## config.mk

```make
export PLATFORM = sky130hd
export DESIGN_NAME = uart_mem_dump
export DESIGN_NICKNAME = d
export VERILOG_FILES = /design/src/rtl/uart_mem_dump.sv
export SDC_FILE = /design/constraint.sdc
export NUM_CORES = 1
export LEC_CHECK = 0
export ABC_AREA = 1
export CAP_MARGIN = 10
export CORE_ASPECT_RATIO = 0.8
export CORE_MARGIN = 2
export CORE_UTILIZATION = 50
export CTS_BUF_LIST = sky130_fd_sc_hd__clkbuf_4
export CTS_CLUSTER_SIZE = 14
export DETAILED_ROUTE_END_ITERATION = 16
export PLACE_DENSITY = 0.73
export RECOVER_POWER = 100
export SYNTH_ARGS = -nofsm -noshare
export SYNTH_HDL_FRONTEND = slang
export SYNTH_SLANG_ARGS = --single-unit
```

## constraint.sdc

```tcl
create_clock -name clk -period 2 [get_ports clk]
set_input_delay 0.6 -clock clk [delete_from_list [all_inputs] [get_ports clk]]
set_output_delay 0.6 -clock clk [all_outputs]
set_load 0.02 [all_outputs]
```

## src/rtl/uart_mem_dump.sv

```systemverilog
// Streams a block of 32-bit words from a synchronous-read memory out of an
// 8N1 UART transmitter, little-endian within each word.
module uart_mem_dump #(
  parameter int CLKS_PER_BIT = 87,
  parameter int ADDR_W       = 14
) (
  input  logic              clk,
  input  logic              reset,
  input  logic              start,
  input  logic              abort,
  input  logic [ADDR_W-1:0] base_addr,
  input  logic [ADDR_W:0]   word_count,
  output logic [ADDR_W-1:0] mem_addr,
  input  logic [31:0]       mem_rdata,
  output logic              tx,
  output logic              busy,
  output logic              done
);

  localparam int CNT_W = (CLKS_PER_BIT > 1) ? $clog2(CLKS_PER_BIT) : 1;
  localparam logic [CNT_W-1:0]  CNT_LAST = CNT_W'(CLKS_PER_BIT - 1);
  localparam logic [CNT_W-1:0]  CNT_ONE  = CNT_W'(1);
  localparam logic [ADDR_W:0]   WL_ONE   = (ADDR_W + 1)'(1);
  localparam logic [ADDR_W-1:0] ADDR_ONE = ADDR_W'(1);

  typedef enum logic [2:0] {
    S_IDLE, S_FETCH, S_WAIT, S_START, S_DATA, S_STOP
  } state_e;

  state_e            state_q, state_d;
  logic              tx_q, tx_d;
  logic              busy_q, busy_d;
  logic              done_q, done_d;
  logic [ADDR_W-1:0] mem_addr_q, mem_addr_d;
  logic [ADDR_W:0]   words_left_q, words_left_d;
  logic [31:0]       shift_q, shift_d;
  logic [CNT_W-1:0]  cnt_q, cnt_d;
  logic [2:0]        bit_idx_q, bit_idx_d;
  logic [1:0]        byte_idx_q, byte_idx_d;
  logic              bit_end;

  assign bit_end = (cnt_q == CNT_LAST);

  // NOTE: every signal gets its default before the case so no path can infer a latch.
  always_comb begin
    state_d      = state_q;
    tx_d         = tx_q;
    busy_d       = busy_q;
    done_d       = 1'b0;
    mem_addr_d   = mem_addr_q;
    words_left_d = words_left_q;
    shift_d      = shift_q;
    cnt_d        = '0;
    bit_idx_d    = bit_idx_q;
    byte_idx_d   = byte_idx_q;

    unique case (state_q)
      S_IDLE: begin
        if (start && !abort) begin
          state_d      = S_FETCH;
          busy_d       = 1'b1;
          mem_addr_d   = base_addr;
          words_left_d = word_count;
        end
      end
      S_FETCH: begin
        // Only a zero word_count reaches FETCH with nothing left to send.
        if (words_left_q == '0) begin
          state_d = S_IDLE;
          busy_d  = 1'b0;
          done_d  = 1'b1;
        end else begin
          state_d      = S_WAIT;
          words_left_d = words_left_q - WL_ONE;
        end
      end
      S_WAIT: begin
        state_d    = S_START;
        shift_d    = mem_rdata;
        tx_d       = 1'b0;
        bit_idx_d  = '0;
      end
      S_START: begin
        cnt_d = bit_end ? '0 : cnt_q + CNT_ONE;
        if (bit_end) begin
          state_d = S_DATA;
          tx_d    = shift_q[0];
        end
      end
      S_DATA: begin
        cnt_d = bit_end ? '0 : cnt_q + CNT_ONE;
        if (bit_end) begin
          shift_d = shift_q >> 1;
          if (bit_idx_q == 3'd7) begin
            state_d   = S_STOP;
            tx_d      = 1'b1;
            bit_idx_d = '0;
          end else begin
            bit_idx_d = bit_idx_q + 3'd1;
            tx_d      = shift_q[1];
          end
        end
      end
      S_STOP: begin
        cnt_d = bit_end ? '0 : cnt_q + CNT_ONE;
        if (bit_end) begin
          if (byte_idx_q != 2'd3) begin
            state_d    = S_START;
            tx_d       = 1'b0;
            byte_idx_d = byte_idx_q + 2'd1;
          end else begin
            byte_idx_d = '0;
            if (words_left_q != '0) begin
              state_d    = S_FETCH;
              mem_addr_d = mem_addr_q + ADDR_ONE;
            end else begin
              state_d = S_IDLE;
              busy_d  = 1'b0;
              done_d  = 1'b1;
            end
          end
        end
      end
      default: state_d = S_IDLE;
    endcase

    // Abort overrides whatever the dump was about to do, including a done pulse.
    if (abort && state_q != S_IDLE) begin
      state_d    = S_IDLE;
      tx_d       = 1'b1;
      busy_d     = 1'b0;
      done_d     = 1'b0;
      cnt_d      = '0;
      bit_idx_d  = '0;
      byte_idx_d = '0;
    end
  end

  // NOTE: state updates use non-blocking assignments so every flop samples pre-edge values.
  always_ff @(posedge clk) begin
    if (reset) begin
      state_q      <= S_IDLE;
      tx_q         <= 1'b1;
      busy_q       <= 1'b0;
      done_q       <= 1'b0;
      mem_addr_q   <= '0;
      words_left_q <= '0;
      shift_q      <= '0;
      cnt_q        <= '0;
      bit_idx_q    <= '0;
      byte_idx_q   <= '0;
    end else begin
      state_q      <= state_d;
      tx_q         <= tx_d;
      busy_q       <= busy_d;
      done_q       <= done_d;
      mem_addr_q   <= mem_addr_d;
      words_left_q <= words_left_d;
      shift_q      <= shift_d;
      cnt_q        <= cnt_d;
      bit_idx_q    <= bit_idx_d;
      byte_idx_q   <= byte_idx_d;
    end
  end

  assign tx       = tx_q;
  assign busy     = busy_q;
  assign done     = done_q;
  assign mem_addr = mem_addr_q;

endmodule

```

==> ci_impl_report.md, run 1 <==
### Yosys + OpenROAD results

| Metric | Value |
|---|---|
| Run status | finished clean |
| CTS Hold Bufs | 0 |
| Number of fill cells | 822 |
| Number of setup buffers added after CTS | 0 |
| Switching power share of the total | 41.62% |
| Unrepaired setup endpoints after global routing | no |
| Post-synthesis mux area share | 0% |
| Worst-case setup slack after placement | -0.1216 ns |
| Adder-Cell Fraction of Synth Area | 2.844% |
| Area contributors post-synth | dfxtp_1, nand2_1, o21ai_0 |
| Data required time at the worst endpoint | 1.40 ns |
| Startpoint of the tightest hold check path | cnt_q[0] |
| Clk pwr share | 17.6% |
| TritonCTS clock tree | yes |
| Post-cts resize count | 17 |
| Post-Synthesis Cells | 681 |
| Internal power component | 0.003147 W |
| Synth Register Bits | 79 |
| Wire length of the first global-routing pass | 18510 um |
| Ratio of total power to cell area | 975.3 nW/um^2 |
| Final Setup Violations | 0 |
| Comb power frac | 43.0% |
| Count of port buffers added during placement | 81 |
| Net count of the mapped netlist | 756 |
| Distinct lib cells | 35 |
| Worst clock skew | 0.01296 ns |
| Final count of hold timing violations | 0 |
| Met2 GRT Util | 39.19% |
| Kind of cell adding the most delay to the critical path | flip-flops |
| Net load switching power | 0.002244 W |
| Worst setup SP type | flip-flop |
| Worst hold path class | reg2reg |
| Path type of the worst setup path | reg2out |
| Final critical path time including I/O delays and setup | 1.845 ns |
| Mean Syn Cell Area | 6.460 um^2 |
| Max Slew Vio Count | 0 |
| Netlist Area Pre-Place | 4399 um^2 |
| Root Buffer | clkbuf_4 |
| Maximum number of pins on one net before global-route repair | 45 |
| XOR Share, Synth | 0.5973% |
| Half-perimeter wire length after detailed placement | 8010 um |
| Clock Sink Count | 79 |
## run 1: cell usage after synthesis, drive strengths merged
cell    instances
o21ai          66
nand3b          4
xor2            2
xnor2           1
or2             6
o31ai           1
nand2         226
clkbuf         14
buf            16
nor2           69
a21oi          43
a31oi          32
nor3b           1
clkinv          1
o211a           1
nand4           7
inv            55
dfxtp          79
o21a            1
ha             10
nor3            5
o21bai          1
nand3          40
## run 1: state kept, by name, summed over array words and instances (netlist names)
name	flops
bit_idx_q	3
busy	1
byte_idx_q	2
cnt_q	7
done	1
mem_addr	14
shift_q	32
state_q	3
tx	1
words_left_q	15
## run 1: worst max-delay path by stage
stage / startpoint / end / slack, ns / depth (start not counted)
final: mem_addr[6] / mem_addr[6] / 0.15 / 1
after global routing: state_q[1] / cnt_q[3] / 0.006 / 6
after CTS: mem_addr[6] / mem_addr[6] / 0.12 / 1
after detailed placement: start / words_left_q[4] / -0.12 / 9
after global placement: start / words_left_q[4] / -0.10 / 9
after floorplan: mem_addr[0] / mem_addr[6] / 0.41 / 9
## run 1: per-stage QoR
step | cell area, um^2 | power (W) | setup TNS, ns
after global routing | 5528 | 0.005834 | 0
after floorplan | 4399 | 0.003744 | 0
after global placement | 5413 | 0.004444 | -0.8228
final | 5528 | 0.005391 | 0
after detailed placement | 5413 | 0.004496 | -1.166
after CTS | 5527 | 0.005406 | 0
## run 1: layout make-up
| type | count | area share (%) |
|---|---|---|
| Sequential cell | 79 | 28.63 |
| Multi-Input combinational cell | 516 | 44.30 |
| Inverter | 56 | 3.961 |
| Clock buffer | 10 | 1.358 |
| Tap cell | 112 | 2.535 |
| Clock inverter | 6 | 1.086 |
| Timing Repair Buffer | 106 | 18.13 |
Figure 1. Cells colored by class (run 1).
Scale: 3 px per um. Fill, decap, tap and diode cells in gray.
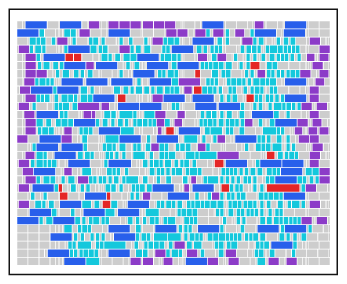
| color | class | cells |
|---|---|---|
| cyan | all other logic | 572 |
| purple | other buffers and delay cells | 106 |
| blue | flops | 79 |
| red | clock drivers and dummy loads | 16 |
final design area excluding fillers: 5528 um^2
number of rows in the core area: 30
fin util: 64.88%
Floorplan Core Area: 8521 um^2

Figure 2. Congestion heat map (run 1).
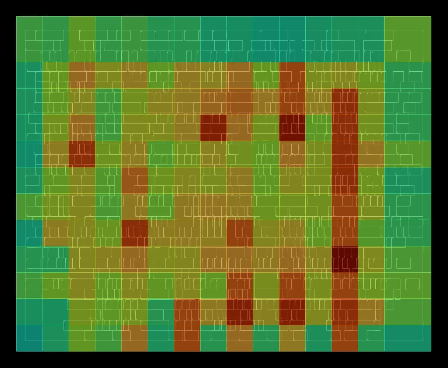
most heavily used metal layer in global routing: met2
gr usage total: 24.21%

Figure 3. Sizing map (run 1).
Scale: 3 px per um.
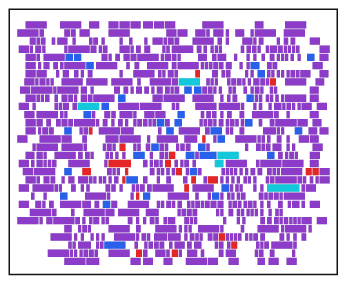
| color | size | cells | share | most used |
|---|---|---|---|---|
| purple | drive 1 or less | 710 | 92% | nand2_1 |
| cyan | drive 6 and up | 5 | 0.65% | buf_12 |
| red | drive 2 | 22 | 2.8% | or2_2 |
| blue | drive 3 to 4 | 36 | 4.7% | buf_4 |

## Run 2: what changed since run 1
--- a/config.mk
+++ b/config.mk
@@ -13,7 +13,7 @@
 export CTS_BUF_LIST = sky130_fd_sc_hd__clkbuf_4
 export CTS_CLUSTER_SIZE = 14
 export DETAILED_ROUTE_END_ITERATION = 16
-export PLACE_DENSITY = 0.73
+export PLACE_DENSITY = 0.77
 export RECOVER_POWER = 100
 export SYNTH_ARGS = -nofsm -noshare
 export SYNTH_HDL_FRONTEND = slang
==> run 2 against run 1 <==
Critical path depth did not move. Synthesized cell count did not move. Maximum frequency fell by 1.4%. Register-to-register slack got worse by 0.04 ns. First-iteration DRC count rose by 13%. Wire length rose by 0.17%. Critical path type unchanged. Highest routed layer unchanged.
==> ci_impl_report.md, run 2 <==
### Yosys + OpenROAD results

| Metric | Value |
|---|---|
| Most heavily used metal layer in global routing | met2 |
| Worst-case setup slack after placement | -0.1266 ns |
| Root Buffer | clkbuf_4 |
| Unrepaired setup endpoints after global routing | no |
| Cell area reported after detailed placement | 5360 um^2 |
| Mean Syn Cell Area | 6.460 um^2 |
| Data required time at the worst endpoint | 1.40 ns |
| Synth top cell by count | nand2_1 |
| Async set-or-reset flop fraction in the synthesized netlist | 0% |
| Clock Sink Count | 79 |
| Switching power share of the total | 42.22% |
| Most used DFF post-synth | dfxtp_1 |
| Distinct lib cells | 35 |
| Path type of the worst setup path | reg2out |
| Final count of hold timing violations | 0 |
| Synth cell count leaders | nand2_1, dfxtp_1, nor2_1 |
| Gr usage total | 24.23% |
| PnR Total Power | 0.005370 W |
| Number of setup buffers added after CTS | 0 |
| Post-Synthesis Cells | 681 |
| Netlist Area Pre-Place | 4399 um^2 |
| Fin util | 64.13% |
| Half-perimeter wire length after detailed placement | 8110 um |
| Kind of cell adding the most delay to the critical path | flip-flops |
| Max Slew Vio Count | 0 |
| Run status | finished clean |
| Net count of the mapped netlist | 756 |
| Worst setup SP type | flip-flop |
| Count of library flops with an enable pin | 0 |
| Critical path cell sequence | dlygate4sd2_1 |
| Final design area excluding fillers | 5464 um^2 |
| Synth Register Bits | 79 |
| Net load switching power | 0.002268 W |
| Clk pwr share | 17.9% |
| Number of rows in the core area | 30 |
| Maximum number of pins on one net before global-route repair | 68 |
| Floorplan Core Area | 8521 um^2 |
| Ratio of total power to cell area | 982.9 nW/um^2 |
| Final RePlAce weighted congestion | 0.9014 |
| Met2 GRT Util | 38.40% |
| Synth-to-layout area growth | 24.20% |
| Final critical path time including I/O delays and setup | 1.872 ns |
| Worst hold path class | reg2reg |
| Register with the most flip-flops | shift_q |
| Count of port buffers added during placement | 81 |
| Worst clock skew | 0.01821 ns |
[run 2: cell count changes in the layout (fill, tap and decap cells not counted), moves of 2 or more]
cell / delta
clkbuf_4: -2
clkinv_4: +2
nand2_1: +2
clkinv_1: -2
nand2_2: -2
buf_4: -5
[run 2: layout make-up]
cell class	count	area (um^2)
tap	112	140.1
fill	821	3057
timing repair buffer	98	943.4
multi-input combinational	516	2442
clock buffer	9	67.56
sequential	79	1582
clock inverter	7	73.82
inverter	56	215.2
[run 2: final timing paths]
| check | from | endpoint | slack [ns] | cells after the start |
|---|---|---|---|---|
| setup reg to reg | words_left_q[0] | words_left_q[9] | 0.19 | 10 |
| setup / recovery | mem_addr[4] | mem_addr[4] | 0.13 | 1 |
| hold / removal | shift_q[17] | shift_q[16] | 0.48 | 2 |
| hold reg to reg | shift_q[17] | shift_q[16] | 0.48 | 2 |
[run 2: repair_timing]
item / 4_1_cts / 5_1_grt
resized: 16 / 3
endpoints found under the setup margin: 16 / 14
hold buffers: 0 / 0
pin swaps: 0 / 0
[run 2: power groups by stage]
stage | Clock, W | Combinational, W | Sequential (W)
after global routing | 0.00104 | 0.00257 | 0.00218
final | 0.000964 | 0.00227 | 0.00214
after global placement | 0 | 0.00225 | 0.00216
after CTS | 0.000993 | 0.00226 | 0.00213
after detailed placement | 0 | 0.00231 | 0.00217
after floorplan | 0 | 0.00155 | 0.00219
[run 2: cells by family (layout without fill, tap and decap cells)]
family / after synthesis / count (layout) / synth area share (%)
xor+xnor: 3 / 3 / 0.5974
flops: 79 / 79 / 35.95
compound gates: 145 / 145 / 18.03
buf+inv: 86 / 170 / 8.589
simple gates: 358 / 358 / 33.99
fa+ha+maj: 10 / 10 / 2.844
Figure 4. Sizing map (run 2).
Scale: 3 px per um.
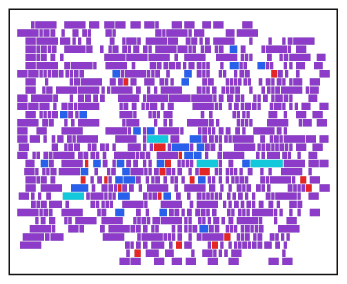
| color | size | cells | share | most used |
|---|---|---|---|---|
| red | drive 2 | 19 | 2.5% | or2_2 |
| blue | drive 3 to 4 | 31 | 4.1% | buf_4 |
| purple | drive 1 or less | 711 | 93% | nand2_1 |
| cyan | drive 6 and up | 4 | 0.52% | buf_12 |

Figure 5. Logic cells by family (run 2).
Scale: 3 px per um.
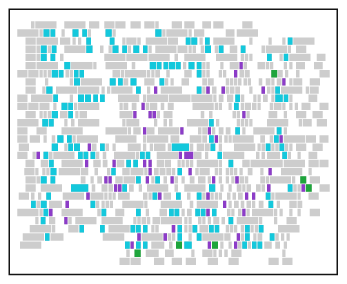
| color | family | cells |
|---|---|---|
| purple | inverters | 56 |
| cyan | inverting AOI/OAI gates | 143 |
| green | AND and OR gates | 6 |
most common cell after layout, fill and taps aside: nand2_1
final standard cell count with taps included and fillers excluded: 877
multi-input gate share of the layout cell area: 44.70%

Figure 6. Signal wires on met3 (run 2).
Scale: 4 px per um.
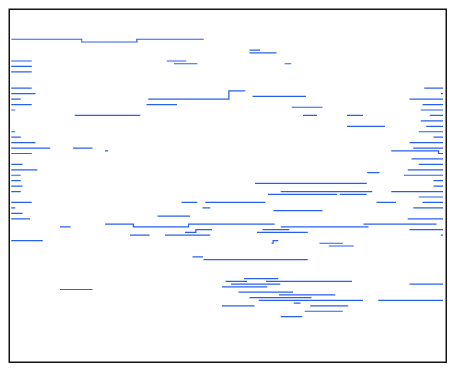
longest straight run: 27.6 um
share of all routed wire: 8.0%
wire length on this layer: 886 um
Total Wirelength: 11140 um
total number of vias: 4689
GR met3 Demand/Resource: 5.952%

## Run 3: what changed since run 2
--- a/config.mk
+++ b/config.mk
@@ -8,7 +8,6 @@
 export ABC_AREA = 1
 export CAP_MARGIN = 10
 export CORE_ASPECT_RATIO = 0.8
-export CORE_MARGIN = 2
 export CORE_UTILIZATION = 50
 export CTS_BUF_LIST = sky130_fd_sc_hd__clkbuf_4
 export CTS_CLUSTER_SIZE = 14
==> run 3 against run 2 <==
Combinational power grew 3%. Critical path depth unchanged. Worst hold slack got worse by 0.015 ns. Register-to-register slack lost 0.04 ns. Die size shrank 4.1%. Sequential power about the same. Via count rose by 0.64%.
==> ci_impl_report.md, run 3 <==
### Yosys + OpenROAD results

| Metric | Value |
|---|---|
| Flip-flop count of the largest register, all copies and words added | 32 |
| Synth cell count leaders | nand2_1, dfxtp_1, nor2_1 |
| Critical path cell sequence | dlygate4sd2_1 |
| Most used DFF post-synth | dfxtp_1 |
| TritonCTS clock tree | yes |
| Register-to-Register Path Depth | 9 |
| Synth Register Bits | 79 |
| Register with the most flip-flops | shift_q |
| Netlist Area Pre-Place | 4399 um^2 |
| Clock Sink Count | 79 |
| Final critical path time including I/O delays and setup | 1.882 ns |
| Async set-or-reset flop fraction in the synthesized netlist | 0% |
| Final Setup Violations | 0 |
| Floorplan Core Area | 8521 um^2 |
| Distinct lib cells | 35 |
| Ratio of total power to cell area | 990.1 nW/um^2 |
| Wire length of the first global-routing pass | 18370 um |
| Worst setup SP type | flip-flop |
| Count of library flops with an enable pin | 0 |
| Post-Synthesis Cells | 681 |
| Levels on crit path | 1 |
| Count of port buffers added during placement | 81 |
| Kind of cell adding the most delay to the critical path | flip-flops |
| Combinational gate area | 2446 um^2 |
| Maximum number of pins on one net before global-route repair | 63 |
| Synth top cell by count | nand2_1 |
| Data required time at the worst endpoint | 1.40 ns |
| Worst-case setup slack after placement | -0.1126 ns |
| Total number of vias | 4719 |
| Half-perimeter wire length after detailed placement | 8001 um |
| Worst hold path depth | 2 |
| Worst hold path class | reg2reg |
| Max Slew Vio Count | 0 |
| Run status | finished clean |
| Worst clock skew | 0.02021 ns |
| Final RePlAce weighted congestion | 0.9036 |
| Cell area reported after detailed placement | 5368 um^2 |
run 3: metal layers:
layer  vias up  part of all wire, %
met3        19                  7.2
met5         -                    0
met1      2127                   47
met4         0                  1.1
li1       2396                    -
met2       177                   45
run 3: through the flow:
stage	TNS (ns)	total power [W]	utilization, %	std cells
floorplan	0	0.003744	-	681
global placement	-0.4933	0.004419	63.00	862
detailed placement	-1.462	0.004475	63.00	862
CTS	0	0.005415	64.45	878
global route	0	0.005867	64.80	881
finish	0	0.005467	64.80	881
run 3: cells by family after synthesis:
family          Yosys count  synth area share [%]
xor+xnor                  3                0.5974
simple gates            358                 33.99
buf+inv                  86                 8.589
fa+ha+maj                10                 2.844
compound gates          145                 18.03
flops                    79                 35.95
run 3: repair_timing:
item,4_1_cts,5_1_grt
hold endpoints to repair,0,0
setup buffers,0,1
setup endpoints to repair,17,16
cloned,0,2
pin swaps,0,2
resized,17,3
run 3: cell type report:
type	count	area share (%)
inverters	56	3.898
clock buffers	9	1.224
multi-input cells	517	44.30
clock inverters	7	1.405
well taps	112	2.538
repair buffers	101	17.99
flip-flops and latches	79	28.64
run 3: path summary, 6_finish.rpt:
check	start	end	slack, ns
min	shift_q[17]	shift_q[16]	0.47
max reg2reg	state_q[0]	words_left_q[2]	0.15
max	mem_addr[4]	mem_addr[4]	0.12
min reg2reg	shift_q[17]	shift_q[16]	0.47
run 3: where the power goes:
group          switching (W)  total [W]  leakage [nW]  internal [W]
combinational        0.00144    0.00234          1.73      0.000896
sequential          0.000267    0.00213         0.644       0.00186
clock               0.000605   0.000999        0.0773      0.000394
total                0.00232    0.00547          2.45       0.00315
Figure 7. Cells colored by class (run 3).
Scale: 4 px per um. Fill, decap, tap and diode cells in gray.
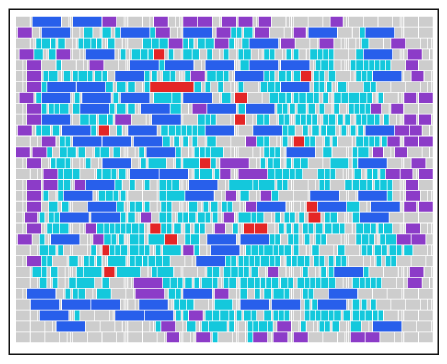
| color | class | cells |
|---|---|---|
| blue | flops | 79 |
| purple | other buffers and delay cells | 101 |
| cyan | all other logic | 573 |
| red | clock drivers and dummy loads | 16 |

Figure 8. Logic cells by family (run 3).
Scale: 4 px per um.
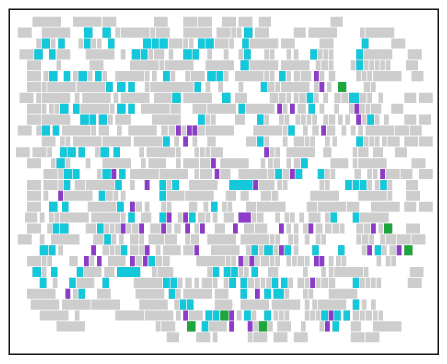
| color | family | cells |
|---|---|---|
| green | AND and OR gates | 6 |
| cyan | inverting AOI/OAI gates | 143 |
| purple | inverters | 56 |

Figure 9. Congestion heat map (run 3).
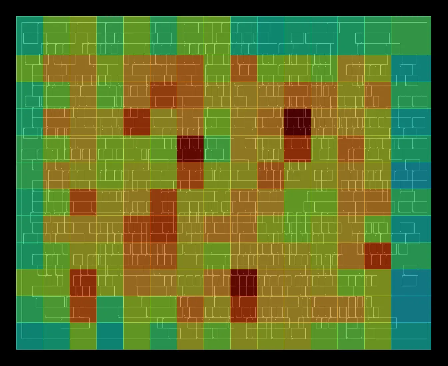
met2 GRT Util: 38.30%
GR met3 Demand/Resource: 5.243%
GR Layer Usage met1: 34.77%
fin util: 64.80%

Power is estimated from default activity; no workload was simulated.
